Floorplan with the power grid:
Drawn at 3 px/µm. Pins as bars on the die edge.
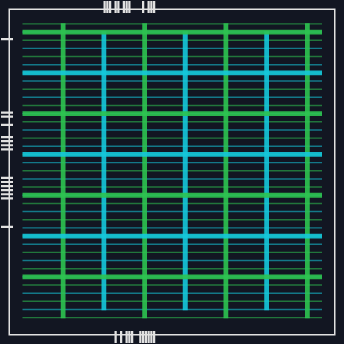
Placed cells, one color a class:
Drawn at 2 px/µm. Fill, decap, tap and diode cells in gray.
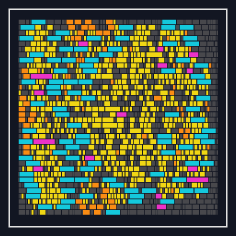
Routed clock nets over the placement:
Drawn at 6 px/µm.
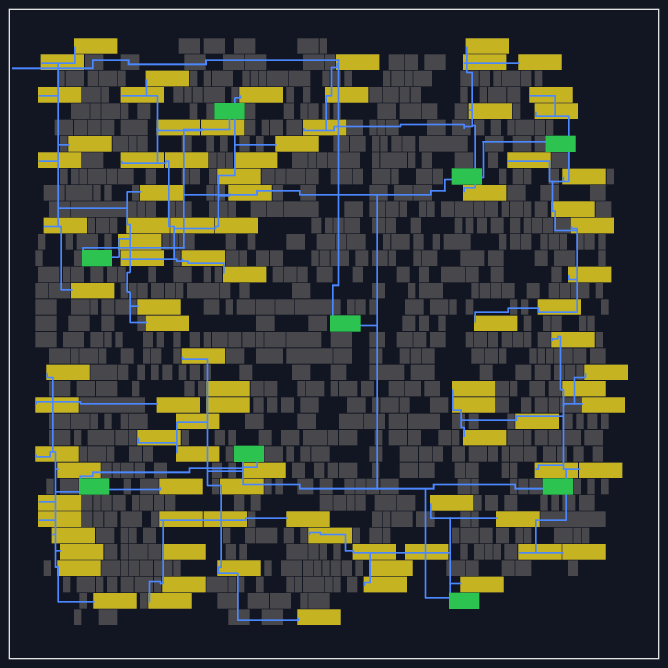
Signal wires by layer:
Drawn at 3 px/µm. Only two layers are drawn.
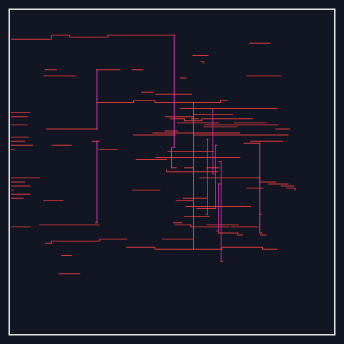
**src/rtl/btn_bounce_gen.sv**
```systemverilog
// Emulates a raw mechanical button: a bouncing press, a stable hold, a bouncing release, then a done pulse.
// Define BOUNCE_RANDOM_EN to add a pseudo-random 0..15 cycle offset to each glitch half-width.
module btn_bounce_gen #(
  parameter int unsigned N_GLITCH   = 6,
  parameter int unsigned GLITCH_MIN = 10,
  parameter logic [15:0] SEED       = 16'hACE1
) (
  input  logic        clk,
  input  logic        reset,
  input  logic        start,
  input  logic [31:0] hold_cyc,
  output logic        btn_out,
  output logic        busy,
  output logic        done
);

  typedef enum logic [2:0] {
    IDLE,
    PRESS_BOUNCE,
    HOLD,
    REL_BOUNCE,
    DONE
  } state_t;

  state_t      state, state_nx;
  logic [16:0] half_cnt;
  logic [16:0] width;
  logic        phase;
  logic [7:0]  glitch;
  logic [31:0] hold_cnt;
  logic [31:0] hold_lat;
  logic [31:0] hold_last;
  logic        half_end;
  logic        pair_end;
  logic        last_pair;
  logic        hold_end;
  logic        bouncing;

`ifdef BOUNCE_RANDOM_EN
  localparam logic [15:0] LFSR_INIT = (SEED == 16'h0000) ? 16'h0001 : SEED;

  logic [15:0] lfsr;
  logic        lfsr_fb;

  always_comb begin
    lfsr_fb = lfsr[15] ^ lfsr[13] ^ lfsr[12] ^ lfsr[10];
    width   = 17'(GLITCH_MIN) + {13'd0, lfsr[3:0]};
  end

  // Steps only at the end of a pair so both halves share one width.
  always_ff @(posedge clk) begin
    if (reset)
      lfsr <= LFSR_INIT;
    else if (bouncing && pair_end)
      lfsr <= {lfsr[14:0], lfsr_fb};
  end
`else
  always_comb begin
    width = 17'(GLITCH_MIN);
  end
`endif

  always_comb begin
    bouncing  = (state == PRESS_BOUNCE) || (state == REL_BOUNCE);
    half_end  = (half_cnt == width - 17'd1);
    pair_end  = half_end && phase;
    last_pair = pair_end && (glitch == 8'(N_GLITCH - 1));
    // A zero hold request still spends one cycle in HOLD.
    hold_last = (hold_lat == '0) ? '0 : hold_lat - 32'd1;
    hold_end  = (hold_cnt == hold_last);
  end

  always_ff @(posedge clk) begin
    if (reset)
      state <= IDLE;
    else
      state <= state_nx;
  end

  always_comb begin
    state_nx = state;
    btn_out  = 1'b0;
    busy     = 1'b0;
    done     = 1'b0;
    case (state)
      IDLE: begin
        if (start)
          state_nx = PRESS_BOUNCE;
      end
      PRESS_BOUNCE: begin
        busy    = 1'b1;
        btn_out = ~phase;
        if (last_pair)
          state_nx = HOLD;
      end
      HOLD: begin
        busy    = 1'b1;
        btn_out = 1'b1;
        if (hold_end)
          state_nx = REL_BOUNCE;
      end
      REL_BOUNCE: begin
        busy    = 1'b1;
        btn_out = phase;
        if (last_pair)
          state_nx = DONE;
      end
      DONE: begin
        done     = 1'b1;
        state_nx = IDLE;
      end
      default: state_nx = IDLE;
    endcase
  end

  always_ff @(posedge clk) begin
    if (reset) begin
      half_cnt <= '0;
      phase    <= 1'b0;
      glitch   <= '0;
      hold_cnt <= '0;
      hold_lat <= '0;
    end else begin
      case (state)
        IDLE: begin
          if (start) begin
            hold_lat <= hold_cyc;
            half_cnt <= '0;
            phase    <= 1'b0;
            glitch   <= '0;
            hold_cnt <= '0;
          end
        end
        PRESS_BOUNCE, REL_BOUNCE: begin
          if (half_end) begin
            half_cnt <= '0;
            phase    <= ~phase;
            if (phase)
              glitch <= last_pair ? '0 : glitch + 8'd1;
          end else begin
            half_cnt <= half_cnt + 17'd1;
          end
        end
        HOLD: begin
          hold_cnt <= hold_end ? '0 : hold_cnt + 32'd1;
        end
        default: ;
      endcase
    end
  end

endmodule

```
**config.mk**
```make
export PLATFORM = sky130hd
export DESIGN_NAME = btn_bounce_gen
export DESIGN_NICKNAME = d
export VERILOG_FILES = /design/src/rtl/btn_bounce_gen.sv
export SDC_FILE = /design/constraint.sdc
export NUM_CORES = 1
export LEC_CHECK = 0
export ABC_AREA = 0
export CORE_MARGIN = 4
export CORE_UTILIZATION = 55
export CTS_CLUSTER_DIAMETER = 120
export DETAILED_ROUTE_END_ITERATION = 10
export GPL_TIMING_DRIVEN = 0
export HOLD_SLACK_MARGIN = 0.03
export PLACE_DENSITY = 0.76
export SETUP_SLACK_MARGIN = 0.05
export SYNTH_ARGS = -nofsm -noshare
export SYNTH_HDL_FRONTEND = slang
export SYNTH_SLANG_ARGS = --single-unit
```
**constraint.sdc**
```tcl
create_clock -name clk -period 4.22 [get_ports clk]
set_clock_uncertainty 0.1 [all_clocks]
set_input_delay 0.844 -clock clk [delete_from_list [all_inputs] [get_ports clk]]
set_output_delay 0.844 -clock clk [all_outputs]
set_load 0.03 [all_outputs]
```
==> flow_metrics.env <==
# flow metrics
export IMPL_async_flop_share_pct=0
export IMPL_dr_first_iter_drc_count=398
export IMPL_p_leak_uw=0.00224
export IMPL_outcome="finished clean"
export IMPL_die_height_um=108
export IMPL_yosysUniqueCellTypes=64
export IMPL_synth_area_leader_cell="dfxtp_1"
export IMPL_warnings=28
export IMPL_dr_total_vias=5372
export IMPL_drive_above_1_share_pct=6.39
export IMPL_setup_slack_ns=0.171
export IMPL_synth_seq_cells=93
export IMPL_drc=0
export IMPL_finalHoldViolCount=0
export IMPL_xor_area_share_pct=10.6
export IMPL_rows=36
export IMPL_fin_setup_tns_ns=0
export IMPL_logic_area_mm2=0.00347
export IMPL_grt_start_max_net_pins=17
export IMPL_routedWlPerCell_um=16.1
export IMPL_critPathKind="reg2reg"
Back to the opening pictures, 'floorplan with the power grid':
cyan -> VDD
green -> VSS
met1 rails = 37
met5 straps = 7

Back to the opening pictures, 'placed cells, one color a class':
yellow -> all other logic  # cells 591, share of their area 57%
orange -> other buffers and delay cells  # cells 83, share of their area 9.3%
cyan -> flip-flops  # cells 93, share of their area 30%
magenta -> clock drivers and dummy loads  # cells 15, share of their area 3.9%

Back to the opening pictures, 'routed clock nets over the placement':
blue -> clock wires  # length 1180 µm
yellow -> flip-flops  # count 93
green -> cells driving clock nets  # count 9
routed clock nets = 10

Back to the opening pictures, 'signal wires by layer':
magenta -> met4  # wire length 287 µm
red -> met3  # wire length 888 µm

==> worst max-delay path, delay by kind of cell, from the launching register on <==
kind / cells / cell delay [ns]
buffers and inverters: 4 / 0.78
AND-OR/OR-AND: 4 / 1.04
AND/OR/NAND/NOR: 4 / 1.51
XOR/XNOR: 1 / 0.18
flip-flops: 1 / 0.31
==> power breakdown <==
group / internal, µW / switching [µW] / leakage [µW]
Sequential: 954 / 104 / 0.000754
Clock: 396 / 331 / 0.000121
Combinational: 534 / 830 / 0.00137
Total: 1880 / 1270 / 0.00224
==> flip-flops by register name (all words and copies together), names as in the netlist <==
signal / cells
state: 3
hold_cnt: 32
hold_lat: 32
half_cnt: 17
phase: 1
glitch: 8
==> final cells by class <==
type / instances / area share (%)
buffer: 42 / 2.79
clock buffer: 9 / 1.95
clock inverter: 6 / 1.83
inverter: 13 / 0.767
multi-input combinational: 578 / 54.6
sequential: 93 / 29.2
tap: 133 / 2.61
timing repair buffer: 41 / 6.25
==> routing by layer <==
layer | share of wire, % | track usage [%]
met3 | 6.0 | 5.43
met2 | 49 | 43.3
met4 | 1.9 | 8.93
met5 | 0 | 0
met1 | 43 | 34.0
==> stage by stage <==
step	hold WS (ns)	util (%)	power [µW]	instances
after global placement	0.378	61.6	2320	895
after floorplan	0.360	-	2010	726
after detailed placement	0.387	61.6	2350	895
final	0.397	65.1	3150	915
after CTS	0.399	64.4	3110	910
after global routing	0.432	65.1	3330	915
==> final timing paths <==
kind / startpoint / to / slack [ns]
worst max-delay path: hold_lat[5]$_SDFFE_PP0P_ / hold_cnt[29]$_SDFFE_PP0P_ / 0.17
worst min-delay path: hold_lat[1]$_SDFFE_PP0P_ / hold_lat[1]$_SDFFE_PP0P_ / 0.40
worst max register to register: hold_lat[5]$_SDFFE_PP0P_ / hold_cnt[29]$_SDFFE_PP0P_ / 0.17
worst min register to register: hold_lat[1]$_SDFFE_PP0P_ / hold_lat[1]$_SDFFE_PP0P_ / 0.40
==> repair_timing <==
action	in CTS	in global routing
setup endpoints to repair	33	32
gates resized	5	6
pin swaps	0	2
endpoints found under the hold margin	0	0
buffers inserted	0	5
==> cells in the final DEF (no fill, tap or decap), types with 5 or more instances in the layout <==
| master | instances |
|---|---|
| nand2_1 | 115 |
| o22ai_1 | 5 |
| clkbuf_1 | 33 |
| dfxtp_1 | 93 |
| o21ai_0 | 19 |
| a31oi_1 | 12 |
| nand2b_1 | 5 |
| nand4_1 | 21 |
| or4_1 | 8 |
| nor2b_1 | 10 |
| nor4_1 | 16 |
| and3_1 | 12 |
| o211ai_1 | 6 |
| clkbuf_8 | 9 |
| mux2i_1 | 7 |
| nor3_1 | 17 |
| nand4b_1 | 6 |
| ha_1 | 6 |
| nor2_1 | 71 |
| a21oi_1 | 65 |
| buf_4 | 7 |
| or3_1 | 11 |
| inv_1 | 13 |
| clkdlybuf4s50_1 | 36 |
| nand3_1 | 27 |
| xnor2_1 | 26 |
| or2_2 | 9 |
| xor2_1 | 37 |
Power figures rest on the tool's default switching activity, not on a simulated workload.
